Fig. 1: run 1, M1 wires
(2 px per um)
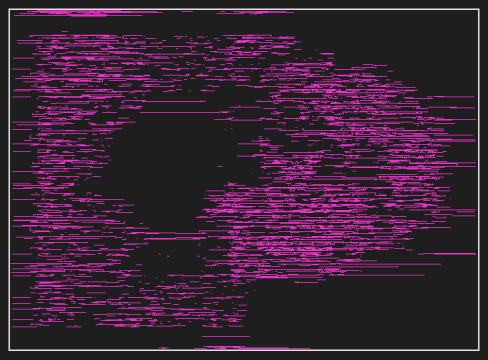
Fig. 2: run 1, routing congestion
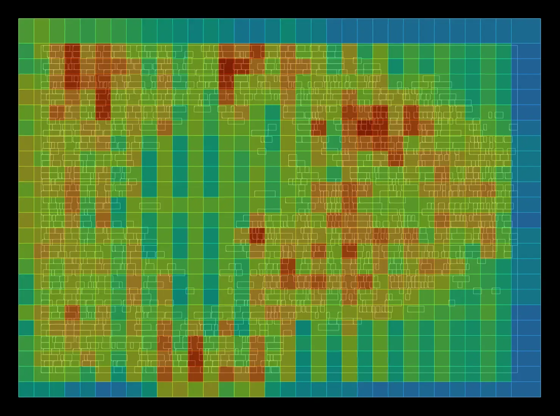
Fig. 3: run 1, cell classes on the final placement
(1.5 px per um)
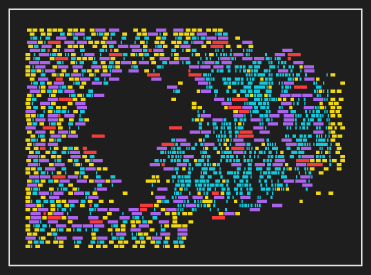
==> src/rtl/noise_burst_sequencer_pkg.sv <==
`default_nettype none
// ============================================================================
//  Package     : noise_pkg
//  Description : Shared types and constants for the noise burst sequencer:
//                FSM state encoding, default lane geometry, seed lock-up
//                substitute value and the per-lane seed helper.
//  Revision    : 1.0 - initial release
// ============================================================================
package noise_pkg;

    localparam int NLANES_DEFAULT   = 8;
    localparam int SAMPLE_W_DEFAULT = 16;

    // An all-zero LFSR seed would lock the generator; this value replaces it.
    localparam logic [7:0] SEED_LOCKUP_SUB = 8'h01;

    typedef enum logic [2:0] {
        S_IDLE  = 3'd0,
        S_SEED  = 3'd1,
        S_RUN   = 3'd2,
        S_GAP   = 3'd3,
        S_DRAIN = 3'd4
    } state_t;

    // Seed for lane k: (base + k) mod 256, with 0 replaced by the lock-up substitute.
    function automatic logic [7:0] seed_value(input logic [7:0] base, input logic [7:0] lane);
        logic [7:0] s;
        s = base + lane;
        return (s == 8'h00) ? SEED_LOCKUP_SUB : s;
    endfunction

endpackage
`default_nettype wire

==> src/rtl/noise_burst_sequencer_out_reg.sv <==
`default_nettype none
// ============================================================================
//  Module      : noise_out_reg
//  Description : Single-stage AXI-Stream holding register. A load captures a
//                word and its last flag; the word is held unchanged until the
//                downstream side accepts it.
//  Ports       : clk, rst           - clock, synchronous active-high reset
//                load, load_data,
//                load_last          - capture request with payload
//                can_load           - register empty or being emptied now
//                tdata/tvalid/tlast - stream outputs; tready - stream input
//  Revision    : 1.0 - initial release
// ============================================================================
module noise_out_reg #(
    parameter int DATA_W = 128
) (
    input  logic              clk,
    input  logic              rst,
    input  logic              load,
    input  logic [DATA_W-1:0] load_data,
    input  logic              load_last,
    output logic              can_load,
    output logic [DATA_W-1:0] tdata,
    output logic              tvalid,
    output logic              tlast,
    input  logic              tready
);

    assign can_load = !tvalid || tready;

    always_ff @(posedge clk) begin
        if (rst) begin
            tdata  <= '0;
            tvalid <= 1'b0;
            tlast  <= 1'b0;
        end else if (load) begin
            tdata  <= load_data;
            tvalid <= 1'b1;
            tlast  <= load_last;
        end else if (tready) begin
            // Data is left in place; only the qualifiers drop after acceptance.
            tvalid <= 1'b0;
            tlast  <= 1'b0;
        end
    end

endmodule
`default_nettype wire

==> src/rtl/noise_burst_sequencer.sv <==
`default_nettype none
// ============================================================================
//  Module      : noise_burst_sequencer
//  Description : Seeds NLANES generator LFSRs, then streams bursts of
//                generator samples over AXI-Stream, optionally repeating
//                bursts separated by idle gaps until stopped.
//  Ports       : clk, rst                      - clock, sync active-high reset
//                start, stop, continuous,
//                burst_len, gap_len, seed_base - control / configuration
//                gen_enable, seed_dv, seed_data,
//                gen_data                      - generator interface
//                m_tdata/m_tvalid/m_tready/
//                m_tlast                       - output stream
//                busy, cfg_err                 - status
//  Revision    : 1.0 - initial release
// ============================================================================
module noise_burst_sequencer
    import noise_pkg::*;
#(
    parameter int NLANES   = NLANES_DEFAULT,
    parameter int SAMPLE_W = SAMPLE_W_DEFAULT,
    parameter int LEN_W    = 16
) (
    input  logic                       clk,
    input  logic                       rst,
    input  logic                       start,
    input  logic                       stop,
    input  logic                       continuous,
    input  logic [LEN_W-1:0]           burst_len,
    input  logic [LEN_W-1:0]           gap_len,
    input  logic [7:0]                 seed_base,
    output logic                       gen_enable,
    output logic [NLANES-1:0]          seed_dv,
    output logic [7:0]                 seed_data,
    input  logic [NLANES*SAMPLE_W-1:0] gen_data,
    output logic [NLANES*SAMPLE_W-1:0] m_tdata,
    output logic                       m_tvalid,
    input  logic                       m_tready,
    output logic                       m_tlast,
    output logic                       busy,
    output logic                       cfg_err
);

    localparam int                DATA_W    = NLANES * SAMPLE_W;
    localparam int                LANE_W    = (NLANES > 1) ? $clog2(NLANES) : 1;
    localparam logic [LANE_W-1:0] LAST_LANE = LANE_W'(NLANES - 1);
    localparam logic [LEN_W-1:0]  ONE       = LEN_W'(1);

    state_t            state;
    state_t            state_nxt;
    logic [LANE_W-1:0] lane_cnt;
    logic [LEN_W-1:0]  beat_cnt;
    logic [LEN_W-1:0]  gap_cnt;
    logic [LEN_W-1:0]  cfg_len;
    logic [LEN_W-1:0]  cfg_gap;
    logic              cfg_cont;
    logic [7:0]        cfg_seed;
    logic              stop_seen;
    logic              can_load;
    logic              first_beat;
    logic              load_last;
    logic              accept_start;
    logic              start_req;

    // stop has priority over a simultaneous start.
    assign start_req = start && !stop;

    // ------------------------------------------------------------------------
    // State register
    // ------------------------------------------------------------------------
    always_ff @(posedge clk) begin
        if (rst) begin
            state <= S_IDLE;
        end else begin
            state <= state_nxt;
        end
    end

    // ------------------------------------------------------------------------
    // Next state and generator-side outputs
    // ------------------------------------------------------------------------
    always_comb begin
        state_nxt    = state;
        gen_enable   = 1'b0;
        first_beat   = 1'b0;
        seed_dv      = '0;
        seed_data    = 8'h00;
        accept_start = 1'b0;

        case (state)
            S_IDLE: begin
                if (start_req && (burst_len != '0)) begin
                    accept_start = 1'b1;
                    state_nxt    = S_SEED;
                end
            end

            S_SEED: begin
                seed_dv[lane_cnt] = 1'b1;
                seed_data         = seed_value(cfg_seed, 8'(lane_cnt));
                if (lane_cnt == LAST_LANE) begin
                    state_nxt = S_RUN;
                end
            end

            S_RUN: begin
                if (can_load && (beat_cnt < cfg_len)) begin
                    gen_enable = 1'b1;
                    if (beat_cnt == cfg_len - ONE) begin
                        state_nxt = S_DRAIN;
                    end
                end
            end

            S_DRAIN: begin
                // can_load here means the final beat is leaving (or has left).
                if (can_load) begin
                    if (!cfg_cont || stop_seen || stop) begin
                        state_nxt = S_IDLE;
                    end else if (cfg_gap != '0) begin
                        state_nxt = S_GAP;
                    end else begin
                        // Back-to-back: issue beat 0 of the next burst while the
                        // previous last beat is accepted, so no bubble appears.
                        gen_enable = 1'b1;
                        first_beat = 1'b1;
                        state_nxt  = (cfg_len == ONE) ? S_DRAIN : S_RUN;
                    end
                end
            end

            S_GAP: begin
                if (stop) begin
                    state_nxt = S_IDLE;
                end else if (gap_cnt == cfg_gap - ONE) begin
                    // Prefetch beat 0 in the last gap cycle so the stream shows
                    // exactly gap_len invalid cycles between bursts.
                    gen_enable = 1'b1;
                    first_beat = 1'b1;
                    state_nxt  = (cfg_len == ONE) ? S_DRAIN : S_RUN;
                end
            end

            default: state_nxt = S_IDLE;
        endcase
    end

    assign load_last = first_beat ? (cfg_len == ONE) : (beat_cnt == cfg_len - ONE);
    assign busy      = (state != S_IDLE);

    // ------------------------------------------------------------------------
    // Counters, configuration capture, stop latch and error flag
    // ------------------------------------------------------------------------
    always_ff @(posedge clk) begin
        if (rst) begin
            lane_cnt  <= '0;
            beat_cnt  <= '0;
            gap_cnt   <= '0;
            cfg_len   <= '0;
            cfg_gap   <= '0;
            cfg_cont  <= 1'b0;
            cfg_seed  <= 8'h00;
            stop_seen <= 1'b0;
            cfg_err   <= 1'b0;
        end else begin
            lane_cnt <= ((state == S_SEED) && (lane_cnt != LAST_LANE)) ?
                        lane_cnt + LANE_W'(1) : '0;
            gap_cnt  <= (state == S_GAP) ? gap_cnt + ONE : '0;

            if (gen_enable) begin
                beat_cnt <= first_beat ? ONE : beat_cnt + ONE;
            end else if (state == S_SEED) begin
                beat_cnt <= '0;
            end

            if (state == S_IDLE) begin
                stop_seen <= 1'b0;
            end else if (stop) begin
                stop_seen <= 1'b1;
            end

            if (accept_start) begin
                cfg_len  <= burst_len;
                cfg_gap  <= gap_len;
                cfg_cont <= continuous;
                cfg_seed <= seed_base;
                cfg_err  <= 1'b0;
            end else if ((state == S_IDLE) && start_req && (burst_len == '0)) begin
                cfg_err <= 1'b1;
            end
        end
    end

    // ------------------------------------------------------------------------
    // Output holding register
    // ------------------------------------------------------------------------
    noise_out_reg #(
        .DATA_W (DATA_W)
    ) u_out_reg (
        .clk       (clk),
        .rst       (rst),
        .load      (gen_enable),
        .load_data (gen_data),
        .load_last (load_last),
        .can_load  (can_load),
        .tdata     (m_tdata),
        .tvalid    (m_tvalid),
        .tlast     (m_tlast),
        .tready    (m_tready)
    );

endmodule
`default_nettype wire

==> config.mk <==
export PLATFORM = sky130hd
export DESIGN_NAME = noise_burst_sequencer
export DESIGN_NICKNAME = d
export VERILOG_FILES = /design/src/rtl/noise_burst_sequencer_pkg.sv /design/src/rtl/noise_burst_sequencer_out_reg.sv /design/src/rtl/noise_burst_sequencer.sv
export SDC_FILE = /design/constraint.sdc
export NUM_CORES = 1
export LEC_CHECK = 0
export CAP_MARGIN = 5
export CORE_ASPECT_RATIO = 0.7
export CORE_MARGIN = 10
export CORE_UTILIZATION = 30
export DETAILED_ROUTE_END_ITERATION = 7
export PLACE_DENSITY = 0.66
export SLEW_MARGIN = 20
export SYNTH_ARGS = -nofsm -noshare
export SYNTH_HDL_FRONTEND = slang
export SYNTH_SLANG_ARGS = --single-unit
==> constraint.sdc <==
create_clock -name clk -period 3.4 [get_ports clk]
set_input_delay 0.68 -clock clk [delete_from_list [all_inputs] [get_ports clk]]
set_output_delay 0.68 -clock clk [all_outputs]
set_load 0.005 [all_outputs]
==> results_dict.tcl, run 1 <==
# implementation run metrics
set metrics [dict create \
    area.growth.synth_to_final_pct 50.2 \
    fraction_of_the_mapped_netlist_area_in_simple_logic_gates_pct 21.1 \
    num_rows 54 \
    chipHeight_um 170 \
    cts_sinks 211 \
    power.leakage_nw 6.18 \
    area_leaders "sky130_fd_sc_hd__dfxtp_1 (44%), sky130_fd_sc_hd__mux2i_1 (14%), sky130_fd_sc_hd__nor2_1 (7.2%), sky130_fd_sc_hd__nand2_1 (4.3%), sky130_fd_sc_hd__a21oi_1 (3.7%)" \
    post-dp-hpwl_um 26200 \
    finalNonFillerCells 1867 \
    vias_per_cell 4.78 \
    crit_path_end_kind "output pin" \
    run_status "finished with violations" \
    cts_max_path_buffers 3 \
    drt-total-wl_um 33900 \
    failed_checks "negative setup slack" \
    worst_setup_path_start_kind "flop" \
    synth-area-yosys_um2 9610 \
    cts_hold_buffers 0 \
    syn_avg_cell_area_um2 8.82 \
    synth_xor_xnor_area_share_pct 4.92 \
    syn_nets 1291 \
    cp_max_fo 5 \
    vdd_ir_drop_max_uv 369 \
    grt_max_degree 78 \
    drt-pass1-iter-count 5 \
    total_of_max_cap_violations 0 \
    crit_type "reg -> out" \
    dieArea_um2 39700 \
    yosys-dominant-comb-family "simple AND/OR/NAND/NOR gates" \
    first_global_vias 8676 \
    dr.first_iter.drc_count 595 \
    postSynth.topFlopCell "sky130_fd_sc_hd__dfxtp_1" \
    required_worst_endpoint_ns 2.72 \
    cts-root-buf "sky130_fd_sc_hd__clkbuf_16" \
    ys_warn_count 0 \
    maxSlewHeadroom_pct 56.1 \
    detail_route.wl_per_cell_um 18.2 \
    synth_sequential_area_ratio_pct 43.9 \
    top_cell_type_by_total_area_after_synthesis "sky130_fd_sc_hd__dfxtp_1" \
    report.final.setup_viol 1 \
    synth.area.mux_share_pct 13.5 \
    route.vias.total 8917 \
    io_buffers 322 \
    fin_crit_ns 3.53 \
    chipWidth_um 234 \
    layout_top_cell_excl_fill_tap "sky130_fd_sc_hd__clkdlybuf4s50_1" \
    ys_cells 1090 \
    fin_ws_ns -0.127 \
    dp_worst_setup_slack_ns -0.0751 \
    h_tree_levels 1 \
]
-- Fig. 1 (at the start) --
longest straight run: 63.9 um
share of all routed wire: 44%

-- Fig. 2 (at the start) --
global-route met2 utilization: 25.5%
most heavily used metal layer in global routing: met2
met3 layer usage reported by global route: 7.12%

-- Fig. 3 (at the start) --
legend:
  purple:
    class: sequential cells
    cells: 211
    share_of_their_area: 30%
  red:
    class: clock drivers and dummy loads
    cells: 42
    share_of_their_area: 5.9%
  cyan:
    class: combinational and other logic
    cells: 818
    share_of_their_area: 37%
  yellow:
    class: remaining buffers and delay cells
    cells: 375
    share_of_their_area: 26%

run 1: tightest hold or removal path, cell delays in order, from the launching register on:
cell and delay [ns]:
sky130_fd_sc_hd__dfxtp_1 0.31, sky130_fd_sc_hd__nand2_1 0.05, sky130_fd_sc_hd__a21oi_1 0.05
run 1: where the power goes:
group / total (mW) / internal, mW / switching (mW)
registers: 2.74 / 2.62 / 0.120
clock network: 2.73 / 1.63 / 1.10
logic: 1.76 / 0.908 / 0.847
run 1: registers in the layout, summed over array words and instances (netlist names):
name	cells
cfg_seed	8
gap_cnt	16
cfg_gap	16
stop_seen	1
state	3
lane_cnt	3
u_out_reg.tdata	128
cfg_len	16
beat_cnt	16
u_out_reg.tvalid	1
cfg_cont	1
cfg_err	1
u_out_reg.tlast	1
run 1: final timing paths:
kind | from | to | slack, ns | depth (start not counted)
worst min register to register | cfg_seed[2] | cfg_seed[2] | 0.46 | 2
worst max register to register | cfg_gap[0] | u_out_reg.tdata[2] | 0.16 | 13
worst min-delay path | cfg_seed[2] | cfg_seed[2] | 0.46 | 2
worst max-delay path | cfg_gap[0] | gen_enable | -0.13 | 12
run 1: stage by stage:
stage | setup TNS, ns | area (um2)
2_1_floorplan | 0 | 9610
3_3_place_gp | -0.0608 | 13500
3_5_place_dp | -0.0751 | 13500
4_1_cts | -0.204 | 14400
5_1_grt | -0.414 | 14400
6_report | -0.127 | 14400
run 1: cell type report:
cell class                 instances  area, um2
fill                            3049      16900
timing repair buffer             375       3650
inverter                          32        120
tap                              420        526
sequential                       211       4230
clock inverter                    14        203
antenna                            1       2.50
multi-input combinational        786       5080
clock buffer                      28        624
run 1: per-layer routing:
metal,vias to the layer above,global-route usage [%]
met4,8,3.02
met3,39,7.12
met2,277,25.5
met5,-,0.499
met1,4143,20.5
li1,4450,-
--- run 2 (diff from run 1) ---
SETUP_SLACK_MARGIN = 0.1   (was not set)
Fig. 4: run 2, M1 wires
(2 px per um)
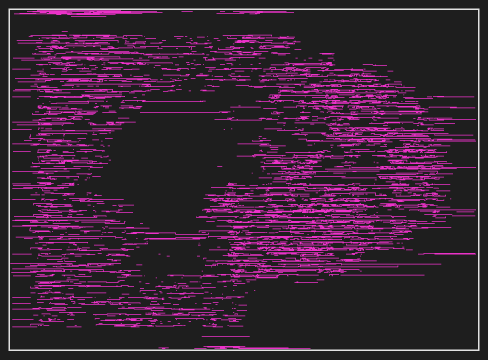
met1 track utilization from global routing: 20.5%
DR vias: 8926
total routed wirelength: 33900 um

Fig. 5: run 2, routing congestion
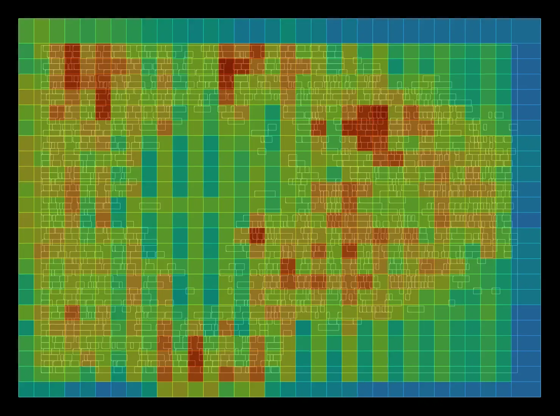
Final Util: 46.1%
global-route met2 utilization: 25.7%
global-route usage over all layers: 16.4%
per-cell routed wire length: 18.2 um

==> run 2 against run 1 <==
Net effect:
- the flow now finishes without violations
- sequential share of layout area is essentially flat
- largest power group unchanged
- global-route usage is essentially flat
- final cell count is the same
- clock skew is essentially flat
- worst hold slack lost 0.0048 ns
- synthesized area is the same
==> results_dict.tcl, run 2 <==
# implementation run metrics
set metrics [dict create \
    vias_per_cell 4.78 \
    flip_flop_count_of_the_largest_register_after_layout 128 \
    maxSlewHeadroom_pct 60.1 \
    grt.met3_usage_pct 7.12 \
    synth_sequential_area_ratio_pct 43.9 \
    postPlaceCellArea_um2 13500 \
    synth-area-yosys_um2 9610 \
    top_cell_type_by_total_area_after_synthesis "sky130_fd_sc_hd__dfxtp_1" \
    layout_top_cell_excl_fill_tap "sky130_fd_sc_hd__clkdlybuf4s50_1" \
    syn_avg_cell_area_um2 8.82 \
    h_tree_levels 1 \
    fin_ws_ns 0.00708 \
    crit_type "reg -> out" \
    run_status "complete, no violations" \
    chipWidth_um 234 \
    chipHeight_um 170 \
    fin_crit_ns 3.39 \
    worst_setup_path_start_kind "flop" \
    report.final.setup_viol 0 \
    dp_worst_setup_slack_ns -0.0751 \
    dr.first_iter.drc_count 594 \
    drt-pass1-iter-count 5 \
    ys_cells 1090 \
    cts_max_path_buffers 3 \
    cts-root-buf "sky130_fd_sc_hd__clkbuf_16" \
    cp_max_fo 4 \
    postSynth.topFlopCell "sky130_fd_sc_hd__dfxtp_1" \
    grt.busiest_layer "met2" \
]
[run 2: path summary, 6_finish.rpt]
| kind | slack (ns) | to | start | cells after the start |
|---|---|---|---|---|
| max | 0.007 | gen_enable | cfg_gap[1] | 13 |
| min | 0.46 | cfg_seed[0] | cfg_seed[0] | 2 |
| max reg2reg | 0.30 | u_out_reg.tdata[104] | cfg_gap[1] | 13 |
| min reg2reg | 0.46 | cfg_seed[0] | cfg_seed[0] | 2 |
[run 2: metal layers]
layer	wire length, um	part of all wire (%)	vias up
li1	-	-	4452
met1	14700	43	4151
met2	15100	45	276
met3	3490	10	39
met4	482	1.4	8
met5	54	0.16	-
[run 2: power breakdown]
part	switching [mW]	internal, mW	leakage [nW]	total (mW)
Sequential	0.118	2.62	1.71	2.74
Combinational	0.843	0.911	4.10	1.75
Clock	1.10	1.63	0.400	2.73
[run 2: cell type report]
cell class | count | area (um2) | share of cell area (%)
sequential | 211 | 4230 | 29.3
timing repair buffer | 375 | 3650 | 25.3
clock buffer | 28 | 624 | 4.32
tap | 420 | 526 | 3.64
clock inverter | 14 | 203 | 1.40
multi-input combinational | 786 | 5090 | 35.2
inverter | 32 | 120 | 0.831
antenna | 1 | 2.50 | 0.0173
[run 2: logic make-up (layout without fill, tap and decap cells)]
family                     after synthesis  in the layout  synth area share (%)
muxes                                  130            130                  13.5
buffers and inverters                   93            449                  4.44
other                                    0              1                     0
adders and majority gates               27             27                  3.59
xor gates and xnor gates                54             54                  4.92
AOI/OAI and AO/OA                      134            134                  8.43
DFF                                    211            211                  43.9
and+or+nand+nor                        441            441                  21.1
[run 2: repair_timing]
| action | CTS | global route |
|---|---|---|
| pin swaps | 12 | 5 |
| resized | 29 | 14 |
| endpoints found under the setup margin | 46 | 52 |
| buffers inserted | 3 | 0 |
| endpoints found under the hold margin | 0 | 0 |
Power figures rest on the tool's default switching activity, not on a simulated workload.
